## src/rtl/ntt_sched_if.sv

```systemverilog
// Client and core signal bundle for the shared ntt scheduler.
// slave = scheduler side, master = requesters plus core.
interface ntt_sched_if #(
    parameter int DW   = 32,
    parameter int NREQ = 2
);
    logic [NREQ-1:0]    req;
    logic [NREQ-1:0]    req_intt;
    logic [NREQ*DW-1:0] req_data;
    logic [NREQ-1:0]    gnt;
    logic [NREQ-1:0]    ld;
    logic [7:0]         idx;
    logic [NREQ-1:0]    rsp_valid;
    logic [DW-1:0]      rsp_data;
    logic [NREQ-1:0]    done;
    logic [NREQ-1:0]    err;
    logic               busy;
    logic               core_rst;
    logic               core_ready;
    logic               core_intt;
    logic [DW-1:0]      core_din;
    logic               core_valid;
    logic [DW-1:0]      core_dout;

    modport slave (
        input  req, req_intt, req_data,
        input  core_valid, core_dout,
        output gnt, ld, idx, rsp_valid, rsp_data,
        output done, err, busy,
        output core_rst, core_ready, core_intt, core_din
    );

    modport master (
        output req, req_intt, req_data,
        output core_valid, core_dout,
        input  gnt, ld, idx, rsp_valid, rsp_data,
        input  done, err, busy,
        input  core_rst, core_ready, core_intt, core_din
    );
endinterface

```

## src/rtl/ntt_sched.sv

```systemverilog
// Round-robin scheduler sharing one streaming ntt core among NREQ clients.
// Job = grant, load N coeffs, wait for core, route N results back.
module ntt_sched #(
    parameter int N       = 256,
    parameter int DW      = 32,
    parameter int NREQ    = 2,
    parameter int TIMEOUT = 4096
) (
    input  logic       clk,
    input  logic       rst_n,
    ntt_sched_if.slave bus
);
    localparam int GW = (NREQ > 1) ? $clog2(NREQ) : 1;
    localparam int WW = $clog2(TIMEOUT + 1);

    typedef enum logic [2:0] {
        IDLE, LOAD, WAIT, DRAIN, ABORT
    } state_t;

    state_t state, state_nx;

    logic [GW-1:0]   rr;
    logic [GW-1:0]   gsel;
    logic [GW-1:0]   gsel_inc;
    logic [GW-1:0]   pick;
    logic [GW-1:0]   cand;
    logic            found;
    logic [NREQ-1:0] gnt_q;
    logic            intt;
    logic [8:0]      cnt;
    logic [WW-1:0]   wdog;
    logic            abort_2nd;
    logic            core_ready_q;
    logic [DW-1:0]   core_din_q;
    logic [NREQ-1:0] rsp_valid_q;
    logic [DW-1:0]   rsp_data_q;
    logic [7:0]      rsp_idx;
    logic [NREQ-1:0] done_q;
    logic            last_ld;
    logic            last_beat;
    logic            expire;

    // First requester at or after the round-robin pointer.
    always_comb begin
        pick  = rr;
        found = 1'b0;
        cand  = '0;
        for (int k = 0; k < NREQ; k++) begin
            cand = GW'((int'(rr) + k) % NREQ);
            if (!found && bus.req[cand]) begin
                found = 1'b1;
                pick  = cand;
            end
        end
    end

    assign gsel_inc = (int'(gsel) == NREQ - 1) ? '0 : gsel + 1'b1;

    assign last_ld   = (cnt == 9'(N - 1));
    assign last_beat = (state == DRAIN) && bus.core_valid
                       && (cnt == 9'(N - 1));
    assign expire    = !bus.core_valid && (wdog == WW'(TIMEOUT - 1));

    always_ff @(posedge clk or negedge rst_n) begin
        if (!rst_n) state <= IDLE;
        else        state <= state_nx;
    end

    always_comb begin
        state_nx = state;
        unique case (state)
            IDLE:  if (found) state_nx = LOAD;
            LOAD:  if (last_ld) state_nx = WAIT;
            WAIT: begin
                if (bus.core_valid) state_nx = DRAIN;
                else if (expire)    state_nx = ABORT;
            end
            DRAIN: begin
                if (last_beat)   state_nx = IDLE;
                else if (expire) state_nx = ABORT;
            end
            ABORT: if (abort_2nd) state_nx = IDLE;
            default: state_nx = IDLE;
        endcase
    end

    always_ff @(posedge clk or negedge rst_n) begin
        if (!rst_n) begin
            gnt_q        <= '0;
            gsel         <= '0;
            rr           <= '0;
            intt         <= 1'b0;
            cnt          <= '0;
            wdog         <= '0;
            abort_2nd    <= 1'b0;
            core_ready_q <= 1'b0;
            core_din_q   <= '0;
            rsp_valid_q  <= '0;
            rsp_data_q   <= '0;
            rsp_idx      <= '0;
            done_q       <= '0;
        end else begin
            core_ready_q <= 1'b0;
            rsp_valid_q  <= '0;
            done_q       <= '0;
            unique case (state)
                IDLE: begin
                    if (found) begin
                        gsel  <= pick;
                        gnt_q <= NREQ'(1) << pick;
                        intt  <= bus.req_intt[pick];
                        cnt   <= '0;
                        wdog  <= '0;
                    end
                end
                LOAD: begin
                    core_ready_q <= 1'b1;
                    core_din_q   <= bus.req_data[int'(gsel)*DW +: DW];
                    cnt          <= last_ld ? 9'd0 : cnt + 9'd1;
                end
                WAIT, DRAIN: begin
                    if (bus.core_valid) begin
                        rsp_valid_q <= gnt_q;
                        rsp_data_q  <= bus.core_dout;
                        rsp_idx     <= (state == WAIT) ? 8'd0 : cnt[7:0];
                        cnt         <= (state == WAIT) ? 9'd1 : cnt + 9'd1;
                        wdog        <= '0;
                        if (last_beat) begin
                            done_q <= gnt_q;
                            gnt_q  <= '0;
                            rr     <= gsel_inc;
                            intt   <= 1'b0;
                            cnt    <= '0;
                        end
                    end else if (expire) begin
                        gnt_q <= '0;
                        rr    <= gsel_inc;
                        wdog  <= '0;
                    end else begin
                        wdog <= wdog + WW'(1);
                    end
                end
                ABORT: begin
                    abort_2nd <= ~abort_2nd;
                    if (abort_2nd) intt <= 1'b0;
                end
                default: ;
            endcase
        end
    end

    assign bus.gnt        = gnt_q;
    assign bus.ld         = (state == LOAD) ? gnt_q : '0;
    // Load beats index from the live counter, response beats from their latch.
    assign bus.idx        = (state == LOAD) ? cnt[7:0] : rsp_idx;
    assign bus.rsp_valid  = rsp_valid_q;
    assign bus.rsp_data   = rsp_data_q;
    assign bus.done       = done_q;
    assign bus.err        = (state == ABORT && !abort_2nd)
                            ? (NREQ'(1) << gsel) : '0;
    assign bus.busy       = (state != IDLE);
    assign bus.core_rst   = ~rst_n | (state == ABORT);
    assign bus.core_ready = core_ready_q;
    assign bus.core_intt  = intt;
    assign bus.core_din   = core_din_q;
endmodule

```

## src/flat_wrapper.sv

```systemverilog
// flat-port wrapper written by rule: the top's interface ports become plain ports
module ntt_sched_flat 
#(
    parameter int N       = 256,
    parameter int DW      = 32,
    parameter int NREQ    = 2,
    parameter int TIMEOUT = 4096
)
  (clk, rst_n, bus_req, bus_req_intt, bus_req_data, bus_core_valid, bus_core_dout, bus_gnt, bus_ld, bus_idx, bus_rsp_valid, bus_rsp_data, bus_done, bus_err, bus_busy, bus_core_rst, bus_core_ready, bus_core_intt, bus_core_din);
  ntt_sched_if #(.DW(DW), .NREQ(NREQ)) bus_i ();
  input  logic clk;
  input  logic rst_n;
  input wire logic [$bits(bus_i.req)-1:0] bus_req;
  input wire logic [$bits(bus_i.req_intt)-1:0] bus_req_intt;
  input wire logic [$bits(bus_i.req_data)-1:0] bus_req_data;
  input wire logic [$bits(bus_i.core_valid)-1:0] bus_core_valid;
  input wire logic [$bits(bus_i.core_dout)-1:0] bus_core_dout;
  output wire logic [$bits(bus_i.gnt)-1:0] bus_gnt;
  output wire logic [$bits(bus_i.ld)-1:0] bus_ld;
  output wire logic [$bits(bus_i.idx)-1:0] bus_idx;
  output wire logic [$bits(bus_i.rsp_valid)-1:0] bus_rsp_valid;
  output wire logic [$bits(bus_i.rsp_data)-1:0] bus_rsp_data;
  output wire logic [$bits(bus_i.done)-1:0] bus_done;
  output wire logic [$bits(bus_i.err)-1:0] bus_err;
  output wire logic [$bits(bus_i.busy)-1:0] bus_busy;
  output wire logic [$bits(bus_i.core_rst)-1:0] bus_core_rst;
  output wire logic [$bits(bus_i.core_ready)-1:0] bus_core_ready;
  output wire logic [$bits(bus_i.core_intt)-1:0] bus_core_intt;
  output wire logic [$bits(bus_i.core_din)-1:0] bus_core_din;
  assign bus_i.req = bus_req;
  assign bus_i.req_intt = bus_req_intt;
  assign bus_i.req_data = bus_req_data;
  assign bus_i.core_valid = bus_core_valid;
  assign bus_i.core_dout = bus_core_dout;
  assign bus_gnt = bus_i.gnt;
  assign bus_ld = bus_i.ld;
  assign bus_idx = bus_i.idx;
  assign bus_rsp_valid = bus_i.rsp_valid;
  assign bus_rsp_data = bus_i.rsp_data;
  assign bus_done = bus_i.done;
  assign bus_err = bus_i.err;
  assign bus_busy = bus_i.busy;
  assign bus_core_rst = bus_i.core_rst;
  assign bus_core_ready = bus_i.core_ready;
  assign bus_core_intt = bus_i.core_intt;
  assign bus_core_din = bus_i.core_din;
  ntt_sched #(.N(N), .DW(DW), .NREQ(NREQ), .TIMEOUT(TIMEOUT)) u_core (.clk(clk), .rst_n(rst_n), .bus(bus_i));
endmodule
```

## config.mk

```make
export PLATFORM = sky130hd
export DESIGN_NAME = ntt_sched_flat
export DESIGN_NICKNAME = d
export VERILOG_FILES = /design/src/rtl/ntt_sched_if.sv /design/src/rtl/ntt_sched.sv /design/src/flat_wrapper.sv
export SDC_FILE = /design/constraint.sdc
export NUM_CORES = 1
export LEC_CHECK = 0
export CAP_MARGIN = 20
export CORE_MARGIN = 1
export CORE_UTILIZATION = 40
export DETAILED_ROUTE_END_ITERATION = 8
export PLACE_DENSITY = 0.82
export SKIP_CTS_REPAIR_TIMING = 1
export SLEW_MARGIN = 20
export SYNTH_ARGS = -nofsm -noshare
export SYNTH_HDL_FRONTEND = slang
export SYNTH_SLANG_ARGS = --single-unit
```

## constraint.sdc

```tcl
create_clock -name clk -period 4.1 [get_ports clk]
set_clock_uncertainty 0.1 [all_clocks]
set_input_delay 1.025 -clock clk [delete_from_list [all_inputs] [get_ports clk]]
set_output_delay 1.025 -clock clk [all_outputs]
set_load 0.03 [all_outputs]
```

### Cell classes on the final placement

Scale bar: 20 um. Fill, decap, tap and diode cells in grey.
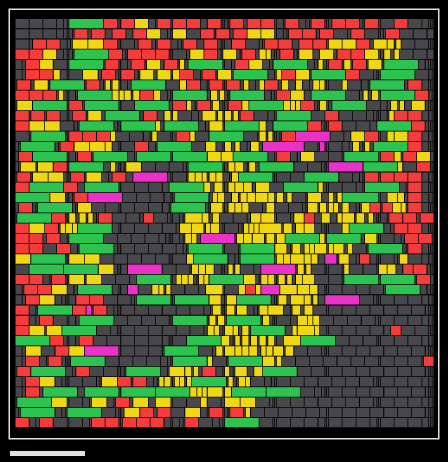
class	colour	cells	share of their area
remaining logic cells	yellow	333	31%
sequential cells	green	108	38%
clock drivers and dummy loads	magenta	15	4.1%
remaining buffers and delay cells	red	196	27%
num rows: 40
Core Region: 12100 um^2

### The metal 4 layer

Scale bar: 20 um.
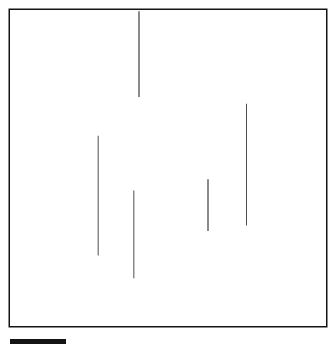
nets with wire on the layer	4
longest straight run	43.5 um
main direction	vertical
DR vias: 4220
Routed WL: 13100 um

### Cell outlines without signal wires

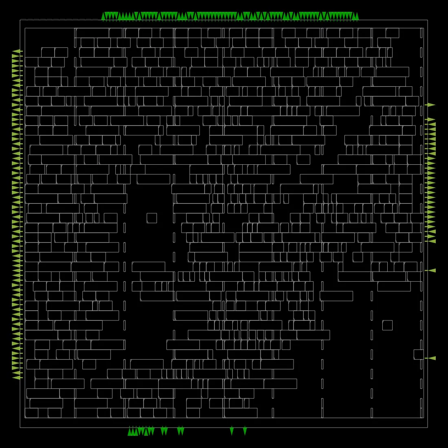
Util after Layout: 0.606
Seq/total area: 0.369
Fillers: 1008

### Selected gate families

Scale bar: 20 um.
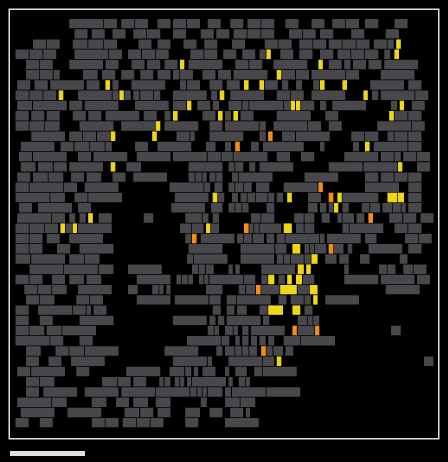
family	colour	cells	most used
inv cells	orange	12	inv_1
nor cells	yellow	53	nor2_1
Commonest Layout Cell: clkdlybuf4s50_1
combinational share of cell area: 0.292

### Wiring by layer

Scale bar: 20 um.
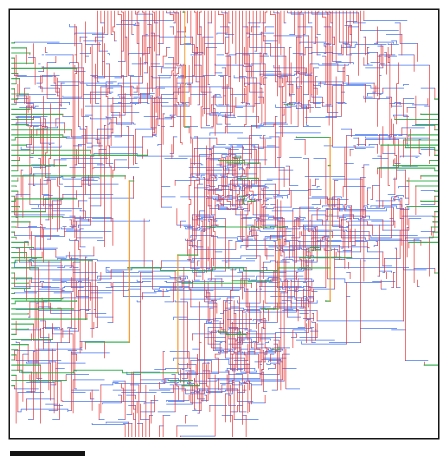
layer	colour	wire length
M4	orange	167 um
M1	blue	5310 um
M2	red	6750 um
M3	green	882 um
WL/cell: 16.0 um
Tot GR Track Use: 0.211

==> summary.txt <==
run metrics: status complete, no violations, Final WS setup 0.197 ns, first drt pass iteration count 4, sw power 0.000952 W, CP max stage delay 0.68 ns, hold path start u_core.rsp_idx[4], most numerous logic cells after layout clkdlybuf4s50_1, dfrtp_1, a21oi_1, nor2_1, mux2_2, Crit path required time approximately 3.0 ns, placed insts 805, P_leak 3.31 nW, Hold Path Depth 2, Final nets 755, Antenna Nets Post-Route 0, Compound Share, Synth 0.124, CTS Buf Count 9, CTS tree built, initial drt markers 221, worst setup path start u_core.state[0], Seq/Total Area, Yosys 0.541, adder share 0.0100, R2R Path End u_core.cnt[5], Yosys chip area approximately 5000 um^2, Remaining DRCs 0, r2r setup slk 1.19 ns, Synth cell types about 42, Final Cell Area 7340 um^2, Clk pin slew, worst setup/hold paths 0.07 ns, clock sink total 108, top cell type by total area after synthesis dfrtp_1, Floorplan Nets between 500 and 600, top-level I/O count 189, CP max FO 17, hold crit path type reg -> reg, main logic family after synthesis multiplexers, Synth area leaders dfrtp_1, mux2_2, mux2i_1, a21oi_1, nor2_1, total power 0.00303 W, FF-to-FF path depth 8, initial antenna violation count 0, Gate Count Post-Synth around 470, Post-DP HPWL 9530 um, syn avg cell area 10.7 um^2, Slew Viols, Final 0, Setup CP Type reg -> out, H-tree depth 3, number of enable flip-flop cells 0, yosys cell count 468, asr flop ratio synth 1.00, Vias/cell 5.15, first-pass GRT wire length 21600 um, die height 114 um, Final Hold Fails 0, top_reg_cell synth dfrtp_1, DP Worst Slack 0.565 ns, die width between 100 and 150 um, Hold Crit Endpoint u_core.rsp_idx[4], Setup TNS 0 ns, Int Pwr 0.00208 W, clock power share 0.287, # setup viols final 0, Slowest cell on crit path dfrtp_1, Area leader share 0.541, clk latency late pin 0.34 ns, YS warnings 0, chip area 12900 um^2, Area after DPL 7040 um^2, FMAX between 0.2 and 0.3 GHz, worst-margin pin slew 0.804 ns, Sw Share 0.314, Cell Chain, Critical Path nand2b_1 > nor2_4 > mux2_2 > clkdlybuf4s50_1, fin crit share 0.952, number of buffers added on ports approximately 190, Antenna diodes 0, Flop pwr share 0.417, Startpoint Class register, Max Cap Violations 0, GPL Wtd Cong 0.839, CP endpoint kind primary output, Gate power share 0.296, Log Warnings 27, P per Cell Area 413 nW/um^2, area grow syn2layout 46.8%, Mapped Area between 4000 and 5000 um^2, RR Startpoint u_core.cnt[0], crit path time final 3.90 ns, GRT Residual Overflow 0, initial core utilization 0.413, Post-synth regs 108, unrepaired setup endpoints after global routing no, XORs/XNORs by Area 0.00175, share of layout cells above drive strength 1 0.106, Synth mux share 0.162, Arrival @ worst endpoint 2.78 ns, Critical Path End bus_idx[1], Max-slew headroom 0.459, Simple-Gate Fraction of Synth Area 0.129, vias in the first global route 4430, Max rail drop VDD 0.280 mV, clock tree buffer depth 2, largest net degree at the start of global routing 56, Min Hold Slack 0.391 ns, Post-Layout Cell Count 820, root buf cell clkbuf_16, top-count cell post-synth dfrtp_1, top cells by count dfrtp_1, a21oi_1, nor2_1
## power by group through the flow
stage | Clock, W | Sequential (W) | Combinational, W
4_1_cts | 0.000894 | 0.00126 | 0.000910
5_1_grt | 0.000930 | 0.00128 | 0.000960
2_1_floorplan | 0 | 0.00142 | 0.000338
3_5_place_dp | 0 | 0.00128 | 0.000904
3_3_place_gp | 0 | 0.00128 | 0.000888
6_report | 0.000871 | 0.00126 | 0.000898
## layout make-up
cell class,count,area [um^2],share of cell area
Sequential cell,108,2700,0.369
Multi-Input combinational cell,321,2150,0.292
Timing Repair Buffer,196,1940,0.264
Clock buffer,12,246,0.0336
Tap cell,168,210,0.0286
Clock inverter,3,46.3,0.00631
Inverter,12,45.0,0.00614
## sequential cells by signal (all words and copies together) (netlist names)
signal	cells
u_core.rsp_idx	8
u_core.gsel	1
u_core.bus.gnt	2
u_core.state	3
u_core.bus.core_intt	1
u_core.rr	1
u_core.bus.core_ready	1
u_core.bus.core_din	32
u_core.bus.rsp_data	32
u_core.bus.rsp_valid	2
u_core.wdog	13
u_core.cnt	9
u_core.bus.done	2
u_core.abort_2nd	1
## routing by layer
metal,global-route usage,up-vias,wire (um)
li1,-,2006,-
met1,0.255,2054,5310
met2,0.371,147,6750
met3,0.0584,13,882
met4,0.0554,0,166
met5,0,-,0
## worst max-delay path: cells and delay by family, from the launching register on
kind / cells / cell delay (ns)
multiplexers: 1 / 0.40
flip-flops: 1 / 0.68
buffers and inverters: 1 / 0.60
AND/OR/NAND/NOR: 2 / 0.76
No activity file was given, so power comes from the tool's default toggle rates.
